run_1/pdn.png
Bar = 20 µm. Pins as bars on the die edge.
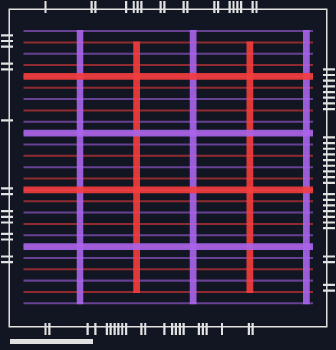
run_1/cell_classes.png
Fill, decap, tap and diode cells in gray.
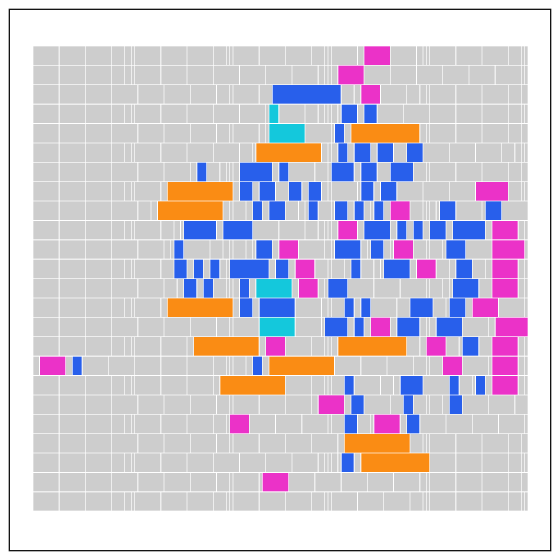
run_1/clock_map.png
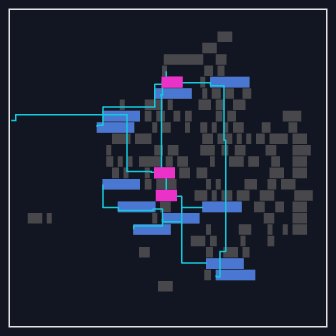
<file path="config.mk">
export PLATFORM = sky130hd
export DESIGN_NAME = poly_io_sequencer
export DESIGN_NICKNAME = d
export VERILOG_FILES = /design/src/rtl/poly_io_sequencer.sv
export SDC_FILE = /design/constraint.sdc
export NUM_CORES = 1
export LEC_CHECK = 0
export CELL_PAD_IN_SITES_DETAIL_PLACEMENT = 1
export CELL_PAD_IN_SITES_GLOBAL_PLACEMENT = 1
export CORE_MARGIN = 3
export CORE_UTILIZATION = 21
export DETAILED_ROUTE_END_ITERATION = 16
export PLACE_DENSITY = 0.88
export SYNTH_ARGS = -nofsm -noshare
export SYNTH_HDL_FRONTEND = slang
export SYNTH_SLANG_ARGS = --single-unit
export TNS_END_PERCENT = 20
</file>
<file path="constraint.sdc">
create_clock -name clock_i -period 2.44 [get_ports clock_i]
set_clock_uncertainty 0.2 [all_clocks]
set_input_delay 0.488 -clock clock_i [delete_from_list [all_inputs] [get_ports clock_i]]
set_output_delay 0.488 -clock clock_i [all_outputs]
set_load 0.01 [all_outputs]
</file>
<file path="src/rtl/poly_io_sequencer.sv">
// Word-serial I/O sequencer for the AMNS polynomial register bank: streams operands
// into A/B/M/M_prime_0 and drains RES onto a valid/ready result stream.
//
// state    | meaning
// IDLE     | waiting for start_i
// LOAD_A   | writing N*S words of A
// LOAD_B   | writing N*S words of B
// LOAD_M   | writing N*S words of modulus M
// LOAD_MP  | writing N words of M_prime_0
// WAIT_RES | operands in bank, waiting for datapath res_valid_i
// STORE    | draining N*S RES words onto the result stream
module poly_io_sequencer #(
  parameter int WORD_WIDTH = 17,
  parameter int N          = 5,
  parameter int S          = 4
) (
  input  logic                  clock_i,
  input  logic                  reset_i,
  input  logic                  start_i,
  input  logic                  load_key_i,
  input  logic                  din_valid_i,
  output logic                  din_ready_o,
  input  logic [WORD_WIDTH-1:0] din_i,
  output logic [1:0]            INPUT_reg_sel_o,
  output logic                  INPUT_reg_en_o,
  output logic [WORD_WIDTH-1:0] INPUT_reg_din_o,
  output logic                  operands_loaded_o,
  input  logic                  res_valid_i,
  output logic                  store_RES_reg_en_o,
  input  logic [WORD_WIDTH-1:0] RES_reg_dout_i,
  output logic                  dout_valid_o,
  input  logic                  dout_ready_i,
  output logic [WORD_WIDTH-1:0] dout_o,
  output logic                  dout_last_o,
  output logic                  key_loaded_o,
  output logic                  busy_o
);

  localparam int NS = N * S;
  localparam int CW = $clog2(NS + 1);
  localparam logic [CW-1:0] LAST_NS = CW'(NS - 1);
  localparam logic [CW-1:0] LAST_N  = CW'(N - 1);

  typedef enum logic [2:0] {
    IDLE, LOAD_A, LOAD_B, LOAD_M, LOAD_MP, WAIT_RES, STORE
  } state_t;

  state_t          state;
  logic [CW-1:0]   cnt;
  logic            key_mode;
  logic            loading;
  logic            accept;
  logic            cnt_last;

  always_comb begin
    loading            = (state == LOAD_A) || (state == LOAD_B) ||
                         (state == LOAD_M) || (state == LOAD_MP);
    accept             = loading & din_valid_i;
    din_ready_o        = loading;
    INPUT_reg_en_o     = accept;
    INPUT_reg_din_o    = din_i;
    cnt_last           = (state == LOAD_MP) ? (cnt == LAST_N) : (cnt == LAST_NS);
    dout_valid_o       = (state == STORE);
    dout_o             = RES_reg_dout_i;
    store_RES_reg_en_o = (state == STORE) & dout_ready_i;
    dout_last_o        = (state == STORE) & (cnt == LAST_NS);
    busy_o             = (state != IDLE);
    case (state)
      LOAD_B:  INPUT_reg_sel_o = 2'b01;
      LOAD_M:  INPUT_reg_sel_o = 2'b10;
      LOAD_MP: INPUT_reg_sel_o = 2'b11;
      default: INPUT_reg_sel_o = 2'b00;
    endcase
  end

  always_ff @(posedge clock_i or posedge reset_i) begin
    if (reset_i) begin
      state             <= IDLE;
      cnt               <= '0;
      key_mode          <= 1'b0;
      key_loaded_o      <= 1'b0;
      operands_loaded_o <= 1'b0;
    end else begin
      operands_loaded_o <= 1'b0;
      case (state)
        IDLE: begin
          if (start_i) begin
            state    <= LOAD_A;
            // a bank without a valid key always gets a full load
            key_mode <= load_key_i | ~key_loaded_o;
            cnt      <= '0;
          end
        end
        LOAD_A, LOAD_B, LOAD_M, LOAD_MP: begin
          if (accept) begin
            if (cnt_last) begin
              cnt <= '0;
              case (state)
                LOAD_A: state <= LOAD_B;
                LOAD_B: begin
                  if (key_mode) begin
                    state        <= LOAD_M;
                    key_loaded_o <= 1'b0;
                  end else begin
                    state             <= WAIT_RES;
                    operands_loaded_o <= 1'b1;
                  end
                end
                LOAD_M: state <= LOAD_MP;
                default: begin
                  state             <= WAIT_RES;
                  key_loaded_o      <= 1'b1;
                  operands_loaded_o <= 1'b1;
                end
              endcase
            end else begin
              cnt <= cnt + 1'b1;
            end
          end
        end
        WAIT_RES: begin
          if (res_valid_i) begin
            state <= STORE;
            cnt   <= '0;
          end
        end
        STORE: begin
          if (dout_ready_i) begin
            if (cnt == LAST_NS) begin
              cnt   <= '0;
              state <= IDLE;
            end else begin
              cnt <= cnt + 1'b1;
            end
          end
        end
        default: state <= IDLE;
      endcase
    end
  end

endmodule
</file>
==> run summary, run 1 <==
Implementation results.

Per STA, the startpoint of the critical path is dout_ready_i. Routability-driven placement finished with a final weighted congestion of 0.742. The flow ran to the end, and the final reports show no timing, DRC or antenna violations.

Of the total power, combinational logic draws 0.574. Summed over all failing endpoints, the final setup total negative slack is 0 ns. STA puts the critical path data arrival time at 2.37 ns.

The peak-usage layer in the global routing report is met2. The share of post-route cells with drive strength above 1 is 0.233. In the synthesized netlist the async set-or-reset flop fraction comes to 1.00. Entering global routing, the biggest net connects 14 pins. TritonCTS built the clock tree. The met3 layer usage reported by global route is 0.0251. The number of enable-type register cells in the synthesized netlist is 0.

The wire length of the first global-routing pass is 3.42 mm. For flop-to-flop paths, the worst setup slack is 0.26 ns. The power report puts the net switching power at 0.532 mW.

For the worst min-delay path, the startpoint reported by OpenROAD is key_loaded_o$_DFFE_PP0P_. The final net count is 164. The upper clock frequency limit is 417 MHz. The type of the tightest min-delay check is reg2reg.
-- pdn.png (at the start) --
VSS -> purple
VDD -> red
rows = 24
met5 straps = 4
signal pins = 85
met1 rails = 25
met4 straps = 5
worst ir drop on vdd: 0.250 mV
die height: 75.8 µm
width of the die: 75.8 µm
Core Box Area: 4530 µm²

-- cell_classes.png (at the start) --
clock drivers and dummy loads -> cyan  # cells 4, share of their area 4.2%
other buffers and delay cells -> magenta  # cells 29, share of their area 25%
all other logic -> blue  # cells 76, share of their area 45%
flip-flops -> orange  # cells 11, share of their area 26%

-- clock_map.png (at the start) --
flip-flops -> blue  # count 11
cells driving clock nets -> magenta  # count 3
clock wires -> cyan  # length 241 µm
routed clock nets = 4

[run 1: cell families after synthesis]
group | Yosys count | synth area share
adder cells (fa/ha/maj) | 2 | 0.0245
AND/OR/NAND/NOR | 40 | 0.235
flip-flops | 11 | 0.269
buffers and inverters | 50 | 0.315
AND-OR/OR-AND | 23 | 0.157
[run 1: flip-flops by register name (all words and copies together) (netlist names)]
| name | count |
|---|---|
| key_loaded_o | 1 |
| key_mode | 1 |
| state | 3 |
| operands_loaded_o | 1 |
| cnt | 5 |
[run 1: placed cells by master (no fill, tap or decap), types with 3 or more instances in the layout]
master	netlist	routed
sky130_fd_sc_hd__nand2b_1	5	5
sky130_fd_sc_hd__clkdlybuf4s50_1	0	13
sky130_fd_sc_hd__nor2_1	7	6
sky130_fd_sc_hd__dfrtp_1	11	8
sky130_fd_sc_hd__o21ai_1	5	5
sky130_fd_sc_hd__nand3_1	4	4
sky130_fd_sc_hd__dlymetal6s2s_1	0	3
sky130_fd_sc_hd__o22ai_1	3	3
sky130_fd_sc_hd__dfrtp_2	0	3
sky130_fd_sc_hd__a21oi_1	6	6
sky130_fd_sc_hd__inv_1	10	10
sky130_fd_sc_hd__and2_1	3	3
sky130_fd_sc_hd__clkbuf_8	0	3
sky130_fd_sc_hd__nand2_1	8	8
sky130_fd_sc_hd__buf_4	35	13
[run 1: power by group through the flow]
stage / combinational [mW] / sequential (mW) / clock, mW
after floorplan: 0.509 / 0.305 / 0
after global placement: 0.687 / 0.344 / 0
after detailed placement: 0.708 / 0.346 / 0
after CTS: 0.722 / 0.344 / 0.192
after global routing: 0.825 / 0.376 / 0.205
final: 0.741 / 0.357 / 0.192
[run 1: worst max-delay path, cell delays in order]
cell	delay (ns)
sky130_fd_sc_hd__clkdlybuf4s50_1	0.47
sky130_fd_sc_hd__and4bb_1	0.21
sky130_fd_sc_hd__or3_1	0.37
sky130_fd_sc_hd__or2_4	0.28
sky130_fd_sc_hd__or4b_1	0.46
sky130_fd_sc_hd__nand2_1	0.09
[run 1: per-stage QoR]
step / utilization / cell area (µm²) / cells / hold slack (ns) / power (mW)
3_5_place_dp: 0.235 / 1070 / 179 / 0.316 / 1.05
5_1_grt: 0.256 / 1160 / 185 / 0.378 / 1.41
4_1_cts: 0.249 / 1130 / 185 / 0.323 / 1.26
2_1_floorplan: - / 1020 / 126 / 0.140 / 0.814
6_report: 0.256 / 1160 / 185 / 0.324 / 1.29
3_3_place_gp: 0.235 / 1070 / 179 / 0.308 / 1.03
[run 1: synthesized netlist by cell type, drive strengths merged (3+ instances only)]
cell type | instances | area [µm²]
buf | 36 | 268
dfrtp | 11 | 275
inv | 11 | 41.3
nand2 | 8 | 30.0
nor2 | 7 | 26.3
a21oi | 6 | 30.0
nand2b | 6 | 45.0
o21ai | 5 | 25.0
nand3 | 4 | 20.0
and2 | 3 | 18.8
clkbuf | 3 | 12.5
o22ai | 3 | 18.8
[run 1: area by class of cell]
class	instances	area (µm²)	share of cell area
Clock buffer	4	45.0	0.0388
Multi-Input combinational cell	65	448	0.386
Sequential cell	11	279	0.241
Inverter	11	41.3	0.0356
Timing Repair Buffer	29	265	0.229
Tap cell	65	81.3	0.0701
==> run 2: changes to the inputs <==
--- a/config.mk
+++ b/config.mk
@@ -10,6 +10,8 @@
 export CORE_MARGIN = 3
 export CORE_UTILIZATION = 21
 export DETAILED_ROUTE_END_ITERATION = 16
+export GPL_ROUTABILITY_DRIVEN = 0
+export MAX_ROUTING_LAYER = met4
 export PLACE_DENSITY = 0.88
 export SYNTH_ARGS = -nofsm -noshare
 export SYNTH_HDL_FRONTEND = slang
==> run summary, run 2 <==
Implementation results.

Status: finished clean (unchanged). The total CTS buffers is 3 (unchanged). The setup TNS is 0 ns (unchanged). The maximum VDD drop is 0.250 mV (about the same). The kind of cell adding the most delay to the critical path is simple AND/OR/NAND/NOR gates (unchanged). The pin count of the biggest net entering global routing is 14 (unchanged). The number of antenna diodes is 0 (unchanged). Top cells by count: sky130_fd_sc_hd__buf_4, sky130_fd_sc_hd__dfrtp_1, sky130_fd_sc_hd__inv_1, sky130_fd_sc_hd__nand2_1, sky130_fd_sc_hd__nor2_1 (unchanged).

The total number of cells along the worst setup path is 6 (unchanged). The total buffers and inverters traversed by the critical path came to 1 (unchanged). The wire length of the first global-routing pass was 3.42 mm (about the same). The number of flip-flops in the largest register is 5 (unchanged). Commonest non-fill, non-tap cells in the layout: sky130_fd_sc_hd__clkdlybuf4s50_1, sky130_fd_sc_hd__buf_4, sky130_fd_sc_hd__inv_1 (unchanged).

The sequential cell area in the final layout came to 279 µm² (unchanged). The standard cell with the maximum stage delay on the critical path is sky130_fd_sc_hd__clkdlybuf4s50_1 (unchanged). The type of the tightest min-delay check is reg2reg (unchanged). The library cell with the largest summed area after synthesis was sky130_fd_sc_hd__dfrtp_1 (unchanged).

The fraction of synthesized cell area taken by the top area cell type is 0.269 (unchanged). The floorplan die height came to 75.8 µm (unchanged). Largest registers: cnt (5), state (3) (unchanged).

The peak per-stage delay on the critical path is 0.48 ns (was 0.47 ns). The async set-or-reset flop fraction in the synthesized netlist is 1.00 (unchanged). Series of cell instances along the critical path: clkdlybuf4s50_1 -> and4bb_1 -> or3_1 -> or2_4 -> or4b_1 -> nand2_1 (unchanged). The largest register by flop count is cnt (unchanged). The cell with the most instances after synthesis is sky130_fd_sc_hd__buf_4 (unchanged). The area inside the core boundary came to 4530 µm² (unchanged).

The upper clock frequency limit is 417 MHz (about the same). The cell depth of the worst min-delay path is 1 (unchanged). The arrival time at the worst endpoint is 2.37 ns (about the same). The final net count is 164 (unchanged).

The die extent in x was 75.8 µm (unchanged). The cell area after placement is 1070 µm² (unchanged). The combinational gate area is 448 µm² (unchanged).
==> run 2: cell counts after synthesis <==
Identical to the previous run, type by type.
==> run 2: worst reg2reg max path: stages, from the launching register on <==
cell and delay, ns:
sky130_fd_sc_hd__dfrtp_2 0.49, sky130_fd_sc_hd__and4bb_1 0.23, sky130_fd_sc_hd__or3_1 0.37, sky130_fd_sc_hd__or2_4 0.28, sky130_fd_sc_hd__or4b_1 0.46, sky130_fd_sc_hd__nand2_1 0.09
==> run 2: metrics by stage <==
step | cells | worst slack [ns] | hold slack [ns] | power, mW | util
final | 185 | 0.0408 | 0.323 | 1.29 | 0.256
after global routing | 185 | 0.000843 | 0.378 | 1.41 | 0.256
after CTS | 185 | 0.00890 | 0.323 | 1.26 | 0.249
after detailed placement | 179 | -0.213 | 0.316 | 1.05 | 0.235
after global placement | 179 | -0.165 | 0.308 | 1.03 | 0.235
after floorplan | 126 | 0.298 | 0.140 | 0.814 | -
==> run 2: layout make-up <==
class	instances	area share
multi-input combinational	65	0.386
sequential	11	0.241
timing repair buffer	29	0.229
tap	65	0.0701
clock buffer	4	0.0388
inverter	11	0.0356
==> run 2: cells by family after synthesis <==
family / Yosys count / share of synthesized area
buf+inv: 50 / 0.315
simple gates: 40 / 0.235
flops: 11 / 0.269
compound gates: 23 / 0.157
fa+ha+maj: 2 / 0.0245
==> run 2: per-layer routing <==
| metal | GRT usage | routed length (µm) | vias to the layer above |
|---|---|---|---|
| li1 | - | - | 380 |
| met4 | 0.0408 | 27 | 0 |
| met5 | - | 0 | - |
| met3 | 0.0251 | 154 | 4 |
| met1 | 0.0872 | 941 | 383 |
| met2 | 0.138 | 1240 | 15 |
==> run 2: what timing repair did <==
item                                    in CTS  in global routing
endpoints found under the setup margin       3                  8
pin swaps                                    0                  1
resized                                      3                  8
setup buffers                                2                  0
==> run 2: worst paths after layout <==
kind                                              to                startpoint  slack [ns]
worst max-delay path            state[0]$_DFFE_PP0P_              dout_ready_i        0.04
worst min-delay path            key_mode$_DFFE_PP0P_  key_loaded_o$_DFFE_PP0P_        0.32
worst max register to register  state[0]$_DFFE_PP0P_      state[2]$_DFFE_PP0P_        0.25
worst min register to register  key_mode$_DFFE_PP0P_  key_loaded_o$_DFFE_PP0P_        0.32
max in group asynchronous       state[1]$_DFFE_PP0P_                   reset_i        1.33
min in group asynchronous         cnt[2]$_DFFE_PP0P_                   reset_i        0.36
==> run 2: power breakdown <==
group          internal (mW)  switching, mW
clock network          0.115         0.0757
registers              0.250          0.107
logic                  0.392          0.349
total                  0.758          0.532
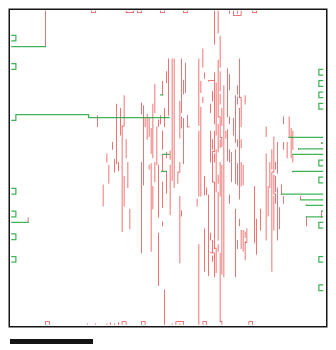
run_2/metal_stack.png
Bar = 20 µm. Two of the layers only.
met3 -> green  # wire length 154 µm
met2 -> red  # wire length 1,240 µm

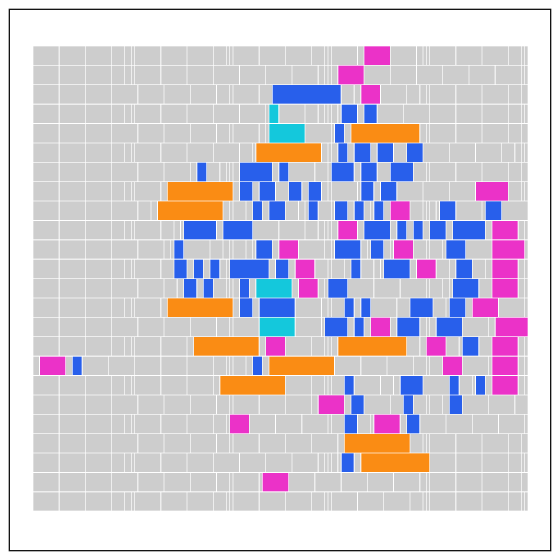
run_2/cell_classes.png
Fill, decap, tap and diode cells in gray.
clock drivers and dummy loads -> cyan  # cells 4, share of their area 4.2%
flip-flops -> orange  # cells 11, share of their area 26%
other buffers and delay cells -> magenta  # cells 29, share of their area 25%
all other logic -> blue  # cells 76, share of their area 45%
Design Area, Final: 1160 µm²
fraction of area in registers: 0.241
row count: 24

==> run 3: changes to the inputs <==
--- a/config.mk
+++ b/config.mk
@@ -13,6 +13,7 @@
 export GPL_ROUTABILITY_DRIVEN = 0
 export MAX_ROUTING_LAYER = met4
 export PLACE_DENSITY = 0.88
+export SETUP_SLACK_MARGIN = 0.1
 export SYNTH_ARGS = -nofsm -noshare
 export SYNTH_HDL_FRONTEND = slang
 export SYNTH_SLANG_ARGS = --single-unit
==> run summary, run 3 <==
Implementation results.

The pin count of the biggest net entering global routing is 12 (was 14). The share of power burned in registers is 0.251 (was 0.277). The area inside the core boundary was 4530 µm² (unchanged).

The type of the tightest min-delay check was reg2reg (unchanged). The commonest non-fill, non-tap cell in the layout is sky130_fd_sc_hd__buf_4. The share of post-route cells with drive strength above 1 is 0.268 (was 0.233). The logic gate share of total power is 0.606 (was 0.575). The arrival time at the worst endpoint came to 2.37 ns (about the same). The filler-free cell count of the finished design came to 192 (was 185). The library cell with the largest summed area after synthesis is sky130_fd_sc_hd__dfrtp_1 (unchanged). Status: finished clean (unchanged). The total power consumption of the routed design is 1.33 mW (was 1.29 mW).

The number of flip-flops in the largest register is 5 (unchanged). The cell with the most instances after synthesis is sky130_fd_sc_hd__buf_4 (unchanged). The reported net switching power was 0.536 mW (was 0.532 mW).

Series of cell instances along the critical path: clkdlybuf4s50_1 -> and4bb_1 -> or3_4 -> or2_4 -> or4b_1 -> nand2_1 (was clkdlybuf4s50_1 -> and4bb_1 -> or3_1 -> or2_4 -> or4b_1 -> nand2_1). The cell count after placement is 179 (unchanged). The row count is 24 (unchanged). The worst slack after detailed placement came to -0.213 ns (unchanged). The maximum VDD drop was 0.221 mV (was 0.250 mV). The final net count is 171 (was 164).

The number of enable-type register cells in the synthesized netlist was 0 (unchanged). The peak per-stage delay on the critical path is 0.48 ns (about the same). The wire length of the first global-routing pass is 3.82 mm (was 3.42 mm). The clock share of power is 0.142 (was 0.148). The largest register by flop count is cnt (unchanged). The async set-or-reset flop fraction in the synthesized netlist came to 1.00 (unchanged). The final worst slack is 0.0415 ns (was 0.0408 ns).
-- run 3: cell count changes in the layout (fill, tap and decap cells not counted), sizes merged --
cell	previous run	this run
dlygate4sd2	0	2
clkbuf	4	5
buf	13	19
dlymetal6s2s	3	1
-- run 3: path summary, 6_finish.rpt --
path                                      startpoint  cells after the start                     endpoint  slack [ns]
worst max-delay path                    dout_ready_i                      6         state[0]$_DFFE_PP0P_        0.04
worst min-delay path            key_mode$_DFFE_PP0P_                      1  operands_loaded_o$_DFF_PP0_        0.32
worst max register to register  state[1]$_DFFE_PP0P_                      7         state[0]$_DFFE_PP0P_        0.15
worst min register to register  key_mode$_DFFE_PP0P_                      1  operands_loaded_o$_DFF_PP0_        0.32
max in group asynchronous                    reset_i                      2         state[1]$_DFFE_PP0P_        1.34
min in group asynchronous                    reset_i                      2           cnt[2]$_DFFE_PP0P_        0.35
-- run 3: per-stage QoR --
step,cell area [µm²],hold slack [ns],TNS [ns]
after CTS,1180,0.323,0
after floorplan,1020,0.140,0
after global placement,1070,0.308,-1.15
after global routing,1190,0.360,-0.0162
final,1190,0.321,0
after detailed placement,1070,0.316,-1.35
-- run 3: layout make-up --
class | instances | area (µm²)
Multi-Input combinational cell | 65 | 440
Inverter | 11 | 41.3
Sequential cell | 11 | 279
Tap cell | 65 | 81.3
Clock buffer | 4 | 45.0
Fill cell | 538 | 3340
Timing Repair Buffer | 36 | 304
-- run 3: cells by family (layout without fill, tap and decap cells) --
| kind of cell | count (synthesis) | in the layout | synth area share |
|---|---|---|---|
| DFF | 11 | 11 | 0.269 |
| and+or+nand+nor | 40 | 40 | 0.235 |
| AOI/OAI and AO/OA | 23 | 23 | 0.157 |
| adders and majority gates | 2 | 2 | 0.0245 |
| buffers and inverters | 50 | 51 | 0.315 |
-- run 3: what timing repair did --
item	4_1_cts	5_1_grt
pin swaps	1	0
setup buffers	8	1
resized	7	3
setup endpoints to repair	15	13
-- run 3: worst register-to-register path, cell delays in order (launching register included) --
cell	delay, ns
sky130_fd_sc_hd__dfrtp_2	0.42
sky130_fd_sc_hd__buf_1	0.21
sky130_fd_sc_hd__buf_4	0.15
sky130_fd_sc_hd__nor4bb_1	0.04
sky130_fd_sc_hd__or3_4	0.39
sky130_fd_sc_hd__or2_4	0.27
sky130_fd_sc_hd__or4b_1	0.46
sky130_fd_sc_hd__nand2_1	0.09
-- run 3: metal layers --
| layer | part of all wire | up-vias | global-route usage |
|---|---|---|---|
| li1 | - | 392 | - |
| met1 | 0.38 | 389 | 0.0904 |
| met2 | 0.53 | 17 | 0.170 |
| met3 | 0.063 | 6 | 0.0251 |
| met4 | 0.023 | 0 | 0.0408 |
| met5 | 0 | - | - |
-- run 3: power by group through the flow --
stage / clock, mW / combinational [mW] / sequential, mW
final: 0.190 / 0.808 / 0.335
after global placement: 0 / 0.687 / 0.344
after CTS: 0.192 / 0.793 / 0.333
after global routing: 0.205 / 0.902 / 0.349
after detailed placement: 0 / 0.708 / 0.346
after floorplan: 0 / 0.509 / 0.305
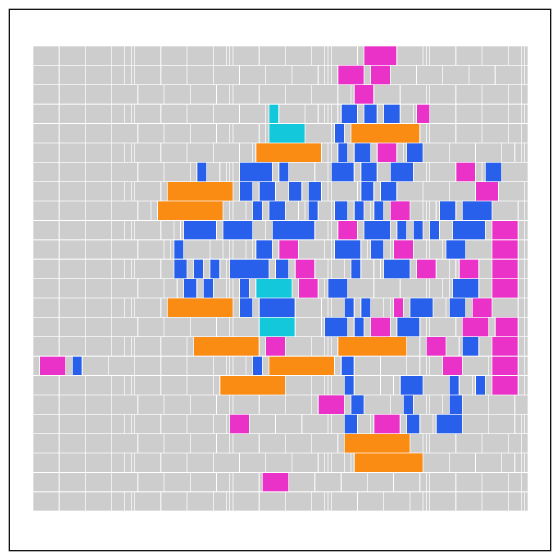
run_3/cell_classes.png
Fill, decap, tap and diode cells in gray.
clock drivers and dummy loads -> cyan  # cells 4, share of their area 4.1%
flip-flops -> orange  # cells 11, share of their area 25%
other buffers and delay cells -> magenta  # cells 36, share of their area 27%
all other logic -> blue  # cells 76, share of their area 43%
final core utilization: 0.263
fraction of area in registers: 0.234
Design Area, Final: 1190 µm²

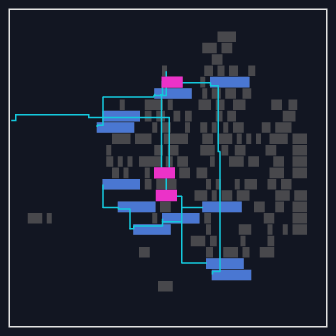
run_3/clock_map.png
cells driving clock nets -> magenta  # count 3
flip-flops -> blue  # count 11
clock wires -> cyan  # length 242 µm
routed clock nets = 4
Insertion Delay late pin: 0.24 ns
Clock Power: 0.190 mW

Power and IR drop assume default switching activity.
